==> config.mk <==
export PLATFORM = sky130hd
export DESIGN_NAME = tdm_demux
export DESIGN_NICKNAME = d
export VERILOG_FILES = /design/src/rtl/tdm_demux.sv
export SDC_FILE = /design/constraint.sdc
export NUM_CORES = 1
export LEC_CHECK = 0
export CORE_AREA = 2 2 39 41
export DETAILED_ROUTE_END_ITERATION = 7
export DIE_AREA = 0 0 41 43
export GPL_TIMING_DRIVEN = 0
export PLACE_DENSITY = 0.78
export SKIP_CTS_REPAIR_TIMING = 1
export SLEW_MARGIN = 20
export SYNTH_ARGS = -nofsm -noshare
export SYNTH_HDL_FRONTEND = slang
export SYNTH_SLANG_ARGS = --single-unit
==> constraint.sdc <==
create_clock -name clk -period 2.6 [get_ports clk]
set_input_delay 0.78 -clock clk [delete_from_list [all_inputs] [get_ports clk]]
set_output_delay 0.78 -clock clk [all_outputs]
set_load 0.01 [all_outputs]
==> src/rtl/tdm_demux.sv <==
// tdm_demux: receive end of a TDM mux link. Locks onto frame_sync, collects
// one sample per channel in a shadow buffer and publishes each complete frame
// atomically on y with a one-cycle frame_valid strobe.
//
// Ports:
//   clk         rising-edge clock
//   rst         synchronous active-high reset
//   din         incoming sample (WIDTH bits)
//   din_valid   qualifies din and frame_sync
//   frame_sync  marks the beat as slot 0
//   y           last complete frame, channel k at y[k*WIDTH +: WIDTH]
//   frame_valid one-cycle pulse when y is updated
//   slot        slot index the next valid beat will be written to
//   locked      high while frame-locked
//   frame_err   one-cycle pulse on early or missing sync
//               (port present only when TDM_DEMUX_ERR_EN is defined)
//
// Build option: define TDM_DEMUX_ERR_EN to enable sync-error detection.
// Without it, a missing sync at slot 0 is taken as slot 0 (free-running)
// and an early sync restarts the frame silently.

module tdm_demux #(
    parameter int unsigned N_CH  = 2,
    parameter int unsigned WIDTH = 4,
    parameter int unsigned SW    = $clog2(N_CH)
) (
    input  logic                  clk,
    input  logic                  rst,
    input  logic [WIDTH-1:0]      din,
    input  logic                  din_valid,
    input  logic                  frame_sync,
    output logic [N_CH*WIDTH-1:0] y,
    output logic                  frame_valid,
    output logic [SW-1:0]         slot,
`ifdef TDM_DEMUX_ERR_EN
    output logic                  frame_err,
`endif
    output logic                  locked
);

    localparam int unsigned YW   = N_CH * WIDTH;
    localparam int unsigned LAST = N_CH - 1;

    typedef enum logic {
        ST_HUNT   = 1'b0,
        ST_LOCKED = 1'b1
    } state_t;

    state_t                       state_q, state_d;
    logic [SW-1:0]                slot_q, slot_d;
    // Only slots 0..N_CH-2 are buffered; the top channel goes straight to y.
    logic [LAST-1:0][WIDTH-1:0]   shadow_q, shadow_d;
    logic [YW-1:0]                y_q, y_d;
    logic                         fv_q, fv_d;
`ifdef TDM_DEMUX_ERR_EN
    logic                         err_q, err_d;
`endif

    // State register and all registered outputs
    always_ff @(posedge clk) begin
        if (rst) begin
            state_q  <= ST_HUNT;
            slot_q   <= '0;
            shadow_q <= '0;
            y_q      <= '0;
            fv_q     <= 1'b0;
`ifdef TDM_DEMUX_ERR_EN
            err_q    <= 1'b0;
`endif
        end else begin
            state_q  <= state_d;
            slot_q   <= slot_d;
            shadow_q <= shadow_d;
            y_q      <= y_d;
            fv_q     <= fv_d;
`ifdef TDM_DEMUX_ERR_EN
            err_q    <= err_d;
`endif
        end
    end

    // Next-state, slot tracking and frame assembly
    always_comb begin
        state_d  = state_q;
        slot_d   = slot_q;
        shadow_d = shadow_q;
        y_d      = y_q;
        fv_d     = 1'b0;
`ifdef TDM_DEMUX_ERR_EN
        err_d    = 1'b0;
`endif
        if (din_valid) begin
            case (state_q)
                ST_HUNT: begin
                    if (frame_sync) begin
                        shadow_d[0] = din;
                        slot_d      = SW'(1);
                        state_d     = ST_LOCKED;
                    end
                end
                ST_LOCKED: begin
                    if (frame_sync) begin
                        // Normal start, or early sync dropping a partial frame
                        shadow_d[0] = din;
                        slot_d      = SW'(1);
`ifdef TDM_DEMUX_ERR_EN
                        err_d       = (slot_q != '0);
`endif
                    end else if ((slot_q == '0) || (slot_q > SW'(LAST))) begin
                        // Missing sync; out-of-range slot is handled the same way
`ifdef TDM_DEMUX_ERR_EN
                        state_d = ST_HUNT;
                        slot_d  = '0;
                        err_d   = 1'b1;
`else
                        shadow_d[0] = din;
                        slot_d      = SW'(1);
`endif
                    end else if (slot_q == SW'(LAST)) begin
                        // Last slot: publish the whole frame at once
                        for (int unsigned k = 0; k < LAST; k++) begin
                            y_d[k*WIDTH +: WIDTH] = shadow_q[k];
                        end
                        y_d[LAST*WIDTH +: WIDTH] = din;
                        fv_d   = 1'b1;
                        slot_d = '0;
                    end else begin
                        for (int unsigned k = 1; k < LAST; k++) begin
                            if (slot_q == SW'(k)) begin
                                shadow_d[k] = din;
                            end
                        end
                        slot_d = slot_q + SW'(1);
                    end
                end
                default: begin
                    state_d = ST_HUNT;
                    slot_d  = '0;
                end
            endcase
        end
    end

    assign y           = y_q;
    assign frame_valid = fv_q;
    assign slot        = slot_q;
    assign locked      = (state_q == ST_LOCKED);
`ifdef TDM_DEMUX_ERR_EN
    assign frame_err   = err_q;
`endif

endmodule

==> metrics.log, run 1 <==
[flow] collecting metrics
INFO  metric die_area = 1760 um^2
INFO  metric fmax = 496 MHz
INFO  metric synth.largest_area_cell = dfxtp_1
INFO  metric yosys_warnings = 0
INFO  metric grt_remaining_overflow = 0
INFO  metric globalplace.congestion = 0.699
INFO  metric fp-utilization = 0.415
INFO  metric ys_chip_area = 574 um^2
INFO  metric total_switching_power = 0.0000943 W
INFO  metric ys_cells = 64
INFO  metric drt-wirelength-per-cell = 11.2 um
INFO  metric cts.htree.levels = 1
INFO  metric syn_area = 574 um^2
INFO  metric ys_types = 16
INFO  metric worst-path-buf-inv = 1
INFO  metric critical_path_arrival = 1.24 ns
INFO  metric power.internal = 0.000320 W
INFO  metric power_frac_clock = 0.319
INFO  metric p_comb_frac = 0.099
INFO  metric critPathKind = flop to output pin
INFO  metric r2r.worst_path.cells = 3
INFO  metric fp.dieH = 43 um
INFO  metric hp-class = flop to flop
INFO  metric grt_max_degree = 11
INFO  metric placeableCoreArea = 1380 um^2
INFO  metric cts_tree = done
INFO  metric power_frac_seq = 0.582
INFO  metric run_status = complete, no violations
[run 1: flip-flops by register name (all words and copies together), names as in the netlist]
register,cells
frame_valid,1
locked,1
shadow_q,4
slot,1
y,8
[run 1: power by group through the flow]
stage / clock network, W / logic [W] / registers (W)
2_1_floorplan: 0 / 0.0000192 / 0.000247
3_3_place_gp: 0 / 0.0000406 / 0.000246
3_5_place_dp: 0 / 0.0000410 / 0.000246
4_1_cts: 0.000137 / 0.0000413 / 0.000241
5_1_grt: 0.000143 / 0.0000448 / 0.000242
6_report: 0.000132 / 0.0000409 / 0.000241
[run 1: kinds of logic after synthesis]
logic type,share of synthesized area
buf+inv,0.0348
simple gates,0.248
flops,0.523
mux,0.0697
compound gates,0.124
[run 1: metal layers]
metal  up-vias  share of wire  global-route usage
li1        253              -                   -
met1       215           0.46               0.173
met2        17           0.45               0.213
met3         3          0.064              0.0471
met4         0          0.022               0.100
met5         -              0                   0
[run 1: stage by stage]
step,std cells,util
2_1_floorplan,64,-
3_3_place_gp,97,0.552
3_5_place_dp,97,0.552
4_1_cts,101,0.571
5_1_grt,101,0.571
6_report,101,0.571
[run 1: cell type report]
type	count	area, um^2
plain buffers	3	16.3
clock buffers	4	26.3
inverters	1	3.75
repair buffers	17	170
flip-flops and latches	15	300
well taps	16	20.0
multi-input cells	45	254
fillers	143	593
[run 1: Yosys cell counts]
master and count:
o21ai_0 1, nand2_1 16, inv_1 1, clkbuf_1 1
dfxtp_1 15, nand4b_1 1, nand2b_1 8, a21oi_1 9
nor2b_1 1, o21a_2 1, nor2_1 2, buf_2 1
buf_4 1, and4b_1 1, mux2i_1 4, a211oi_2 1
[run 1: final timing paths]
path              from    to  slack (ns)
hold reg to reg   y[3]  y[3]        0.46
setup / recovery  slot  slot        0.58
setup reg to reg  slot  y[4]        1.44
hold / removal    y[3]  y[3]        0.46
Fig. 1: run 1, wiring by layer
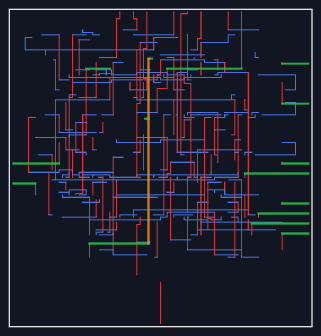
Key: red = metal 2 [wire length 514 um]; blue = metal 1 [wire length 518 um]; green = metal 3 [wire length 72.0 um]; orange = metal 4 [wire length 25.2 um]

Fig. 2: run 1, clock nets
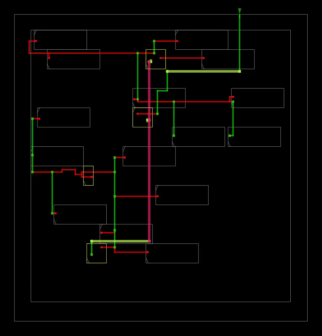
worst-skew pair later-pin latency: 0.28 ns
total CTS buffers: 3
Clock Skew: 0.00201 ns
count of clock buffers in the final design: 4

Fig. 3: run 1, gate-type map
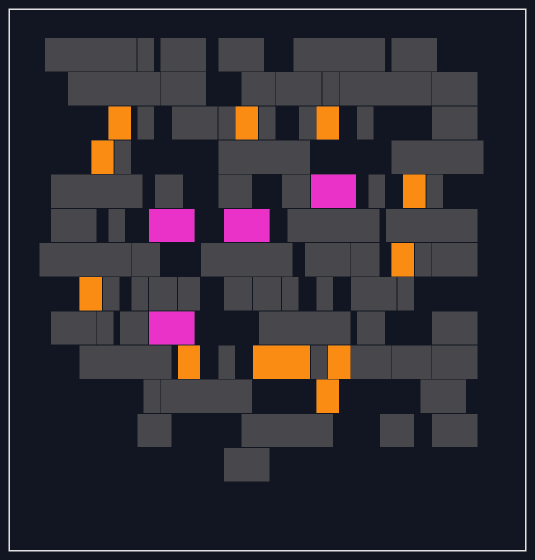
Key: orange = inverting AOI/OAI gates [cells 11, most used a21oi_1]; magenta = multiplexers [cells 4, most used mux2i_1]
top logic cell by instance count in the layout: clkdlybuf4s50_1
fraction of area in multi-input gates: 0.321
Layout Cells excl Fill: 101

--- run 2 (diff from run 1) ---
--- a/config.mk
+++ b/config.mk
@@ -5,11 +5,11 @@
 export SDC_FILE = /design/constraint.sdc
 export NUM_CORES = 1
 export LEC_CHECK = 0
-export CORE_AREA = 2 2 39 41
+export CORE_AREA = 2 2 40 42
 export DETAILED_ROUTE_END_ITERATION = 7
-export DIE_AREA = 0 0 41 43
+export DIE_AREA = 0 0 42 44
 export GPL_TIMING_DRIVEN = 0
-export PLACE_DENSITY = 0.78
+export PLACE_DENSITY = 0.75
 export SKIP_CTS_REPAIR_TIMING = 1
 export SLEW_MARGIN = 20
 export SYNTH_ARGS = -nofsm -noshare
==> constraint.sdc (replaced) <==
create_clock -name clk -period 2.1 [get_ports clk]
set_input_delay 0.63 -clock clk [delete_from_list [all_inputs] [get_ports clk]]
set_output_delay 0.63 -clock clk [all_outputs]
set_load 0.01 [all_outputs]
Fig. 4: run 2, wiring by layer
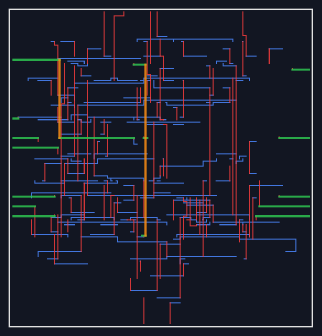
Key: orange = metal 4 [wire length 34.7 um]; blue = metal 1 [wire length 538 um]; red = metal 2 [wire length 475 um]; green = metal 3 [wire length 68.4 um]
detailed-route wire length per cell: 11.0 um
Routed WL: 1.12 mm
Via Count: 494
global-route total usage across every layer: 0.135

Fig. 5: run 2, clock nets
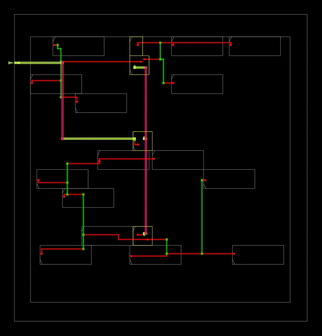
Clock Skew: 0.00837 ns
worst-skew pair later-pin latency: 0.29 ns
number of sinks handled by clock tree synthesis: 15
Clock net power: 0.000165 W
count of clock buffers in the final design: 3

Fig. 6: run 2, gate-type map
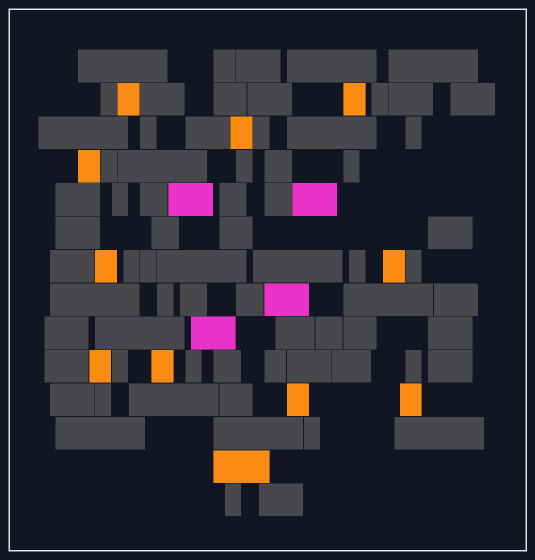
Key: orange = inverting AOI/OAI gates [cells 11, most used a21oi_1]; magenta = multiplexers [cells 4, most used mux2i_1, where middle]

==> metrics.log, run 2 <==
[flow] collecting metrics
INFO  metric ys_chip_area = 574 um^2 (unchanged)
INFO  metric synth_dominant_cell_count = nand2_1
INFO  metric run_status = complete, no violations
INFO  metric die_area = 1850 um^2 (+4.8%)
INFO  metric placeableCoreArea = 1420 um^2 (+2.5%)
INFO  metric yosys-top-cells-count = nand2_1 (16), dfxtp_1 (15), a21oi_1 (9)
INFO  metric largest_reg_flops = 8 (unchanged)
INFO  metric fp-utilization = 0.405 (-0.0102)
INFO  metric syn_area = 574 um^2 (unchanged)
INFO  metric ir_worst_vdd = 463 uV
INFO  metric finalCoreUtilization = 0.558 (-0.0132)
INFO  metric critPathKind = flop to output pin
INFO  metric grt_remaining_overflow = 0 (unchanged)
INFO  metric layout.cells.most_common = clkdlybuf4s50_1
INFO  metric worstPathCellList = clkdlybuf4s50_1
INFO  metric cts.htree.levels = 1 (unchanged)
INFO  metric fmax = 528 MHz
INFO  metric critical_path_arrival = 1.26 ns (+0.02 ns)
INFO  metric globalplace.congestion = 0.683 (-2.3%)
INFO  metric yosys_warnings = 0 (unchanged)
INFO  metric grt_max_degree = 11 (unchanged)
INFO  metric syn_inst = 64
INFO  metric ys_dominant_reg_cell = dfxtp_1
INFO  metric cts_made_buffers = 3 (unchanged)
INFO  metric ys_cells = 64 (unchanged)
INFO  metric port_buffers = 17
INFO  metric worst-path-buf-inv = 1 (unchanged)
INFO  metric synth.largest_area_cell = dfxtp_1
INFO  metric enable_flop_cells = 0 (unchanged)
INFO  metric ys_types = 16 (unchanged)
INFO  metric hp-class = flop to flop
INFO  metric dp.final_hpwl = 775 um
==> run 2: cell count changes in the layout (fill, tap and decap cells not counted), sizes merged <==
cell	previous run	this run
clkbuf	5	4
clkinv	0	1
==> run 2: through the flow <==
step | cell area (um^2) | total power, W | setup slack (ns) | cells
5_1_grt | 792 | 0.000535 | 0.165 | 101
3_3_place_gp | 764 | 0.000355 | 0.175 | 97
6_report | 792 | 0.000514 | 0.207 | 101
3_5_place_dp | 764 | 0.000356 | 0.141 | 97
2_1_floorplan | 574 | 0.000330 | 0.857 | 64
4_1_cts | 792 | 0.000523 | 0.197 | 101
==> run 2: cells by family (layout without fill, tap and decap cells) <==
family / Yosys count / count (layout) / share of synthesized area
AOI/OAI and AO/OA: 12 / 12 / 0.124
DFF: 15 / 15 / 0.523
buffers and inverters: 4 / 25 / 0.0348
and+or+nand+nor: 29 / 29 / 0.248
muxes: 4 / 4 / 0.0697
==> run 2: cell type report <==
type                    instances  area, um^2
fillers                       147         627
multi-input cells              45         254
flip-flops and latches         15         300
inverters                       1        3.75
repair buffers                 17         170
clock inverters                 1        5.00
clock buffers                   3        22.5
plain buffers                   3        16.3
well taps                      16        20.0
==> run 2: routing by layer <==
| metal | GRT usage | share of wire | vias up |
|---|---|---|---|
| met5 | 0 | 0 | - |
| met4 | 0.116 | 0.030 | 0 |
| met3 | 0.0292 | 0.061 | 5 |
| met2 | 0.200 | 0.43 | 15 |
| met1 | 0.165 | 0.48 | 221 |
| li1 | - | - | 253 |
==> run 2: power breakdown <==
group / leakage (nW) / internal [W] / switching, W
combinational: 0.144 / 0.0000292 / 0.0000211
clock: 0.0177 / 0.0000707 / 0.0000942
sequential: 0.122 / 0.000293 / 0.00000605
total: 0.283 / 0.000393 / 0.000121
==> run 2: worst paths after layout <==
kind	from	to	slack, ns	cells past startpoint
min reg2reg	y[0]	y[0]	0.46	2
min	y[0]	y[0]	0.46	2
max	locked	locked	0.21	1
max reg2reg	locked	y[4]	0.92	3
--- run 3 (diff from run 2) ---
--- a/config.mk
+++ b/config.mk
@@ -5,6 +5,7 @@
 export SDC_FILE = /design/constraint.sdc
 export NUM_CORES = 1
 export LEC_CHECK = 0
+export CAP_MARGIN = 15
 export CORE_AREA = 2 2 40 42
 export DETAILED_ROUTE_END_ITERATION = 7
 export DIE_AREA = 0 0 42 44
Fig. 7: run 3, clock network drawn from the DEF
Bar = 10 um.
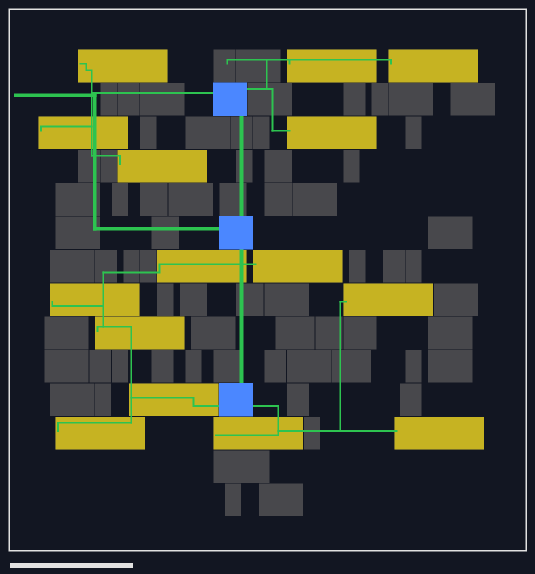
Key: yellow = flip-flops [count 15]; green = clock wires [length 188 um]; blue = clock drivers [count 3]
Position of the flops: all over the die.
Clk pwr share: 0.321

Fig. 8: run 3, gate-type map
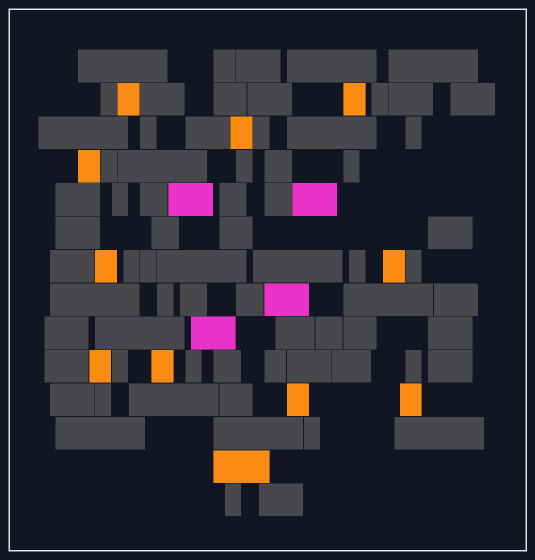
Key: magenta = multiplexers [cells 4, most used mux2i_1, where middle]; orange = inverting AOI/OAI gates [cells 11, most used a21oi_1]
fraction of area in multi-input gates: 0.321

Fig. 9: run 3, wiring by layer
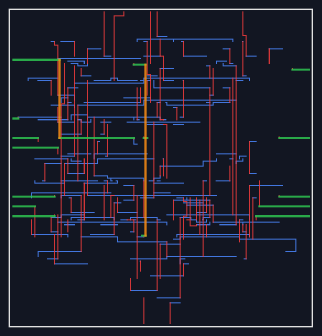
Key: red = metal 2 [wire length 475 um]; green = metal 3 [wire length 68.4 um]; blue = metal 1 [wire length 538 um]; orange = metal 4 [wire length 34.7 um]

==> metrics.log, run 3 <==
[flow] collecting metrics
INFO  metric ys_chip_area = 574 um^2 (unchanged)
INFO  metric worst-path-buf-inv = 1 (unchanged)
INFO  metric dp_slack = 0.141 ns (unchanged)
INFO  metric port_buffers = 17 (unchanged)
INFO  metric syn_area = 574 um^2 (unchanged)
INFO  metric finalPower = 0.000514 W (unchanged)
INFO  metric final.setup_skew = 0.00837 ns (unchanged)
INFO  metric drt-wirelength-per-cell = 11.0 um (unchanged)
INFO  metric critPathKind = flop to output pin
INFO  metric run_status = complete, no violations
INFO  metric critical_path_arrival = 1.26 ns (about the same)
INFO  metric worstHoldPathCells = 2 (unchanged)
INFO  metric yosys-top-cells-count = nand2_1 (16), dfxtp_1 (15), a21oi_1 (9)
INFO  metric cts_made_buffers = 3 (unchanged)
INFO  metric synth_dominant_cell_count = nand2_1
INFO  metric finalCoreUtilization = 0.558 (unchanged)
INFO  metric ir_worst_vdd = 463 uV (unchanged)
INFO  metric ys_dominant_reg_cell = dfxtp_1
INFO  metric final_design_area_no_fill = 792 um^2 (unchanged)
INFO  metric ys_cells = 64 (unchanged)
INFO  metric route.vias.total = 494 (unchanged)
INFO  metric fmax = 528 MHz (unchanged)
INFO  metric yosys_warnings = 0 (unchanged)
[run 3: cell counts after synthesis]
Identical to the previous run, type by type.
[run 3: metrics by stage]
| stage | hold slack, ns | instances |
|---|---|---|
| final | 0.458 | 101 |
| after global routing | 0.476 | 101 |
| after CTS | 0.464 | 101 |
| after detailed placement | 0.447 | 97 |
| after global placement | 0.442 | 97 |
| after floorplan | 0.432 | 64 |
[run 3: kinds of logic after synthesis]
kind of cell,synth area share
AND/OR/NAND/NOR,0.248
AND-OR/OR-AND,0.124
buffers and inverters,0.0348
flip-flops,0.523
multiplexers,0.0697
[run 3: metal layers]
layer | vias up | part of all wire | GRT usage
met1 | 221 | 0.48 | 0.165
li1 | 253 | - | -
met5 | - | 0 | 0
met2 | 15 | 0.43 | 0.200
met3 | 5 | 0.061 | 0.0292
met4 | 0 | 0.030 | 0.116
[run 3: worst register-to-register path: stages (launching register included)]
cell and delay [ns]:
dfxtp_1 0.41, nand4b_1 0.38, nand2_1 0.18, a21oi_1 0.08
[run 3: report_power, final]
| part | total, W | switching, W | internal (W) |
|---|---|---|---|
| Sequential | 0.000299 | 0.00000605 | 0.000293 |
| Clock | 0.000165 | 0.0000942 | 0.0000707 |
| Combinational | 0.0000504 | 0.0000211 | 0.0000292 |
[run 3: how the worst max path moves through the flow]
stage	from	to	slack (ns)	depth (start not counted)
after floorplan	frame_sync	y[0]	0.86	3
after global placement	frame_sync	y[0]	0.18	4
after detailed placement	frame_sync	y[4]	0.14	4
after CTS	locked	locked	0.20	1
after global routing	locked	locked	0.17	1
final	locked	locked	0.21	1
[run 3: cell type report]
cell class / instances / area (um^2)
fillers: 147 / 627
flip-flops and latches: 15 / 300
multi-input cells: 45 / 254
repair buffers: 17 / 170
clock buffers: 3 / 22.5
well taps: 16 / 20.0
plain buffers: 3 / 16.3
clock inverters: 1 / 5.00
inverters: 1 / 3.75
Power figures rest on the tool's default switching activity, not on a simulated workload.
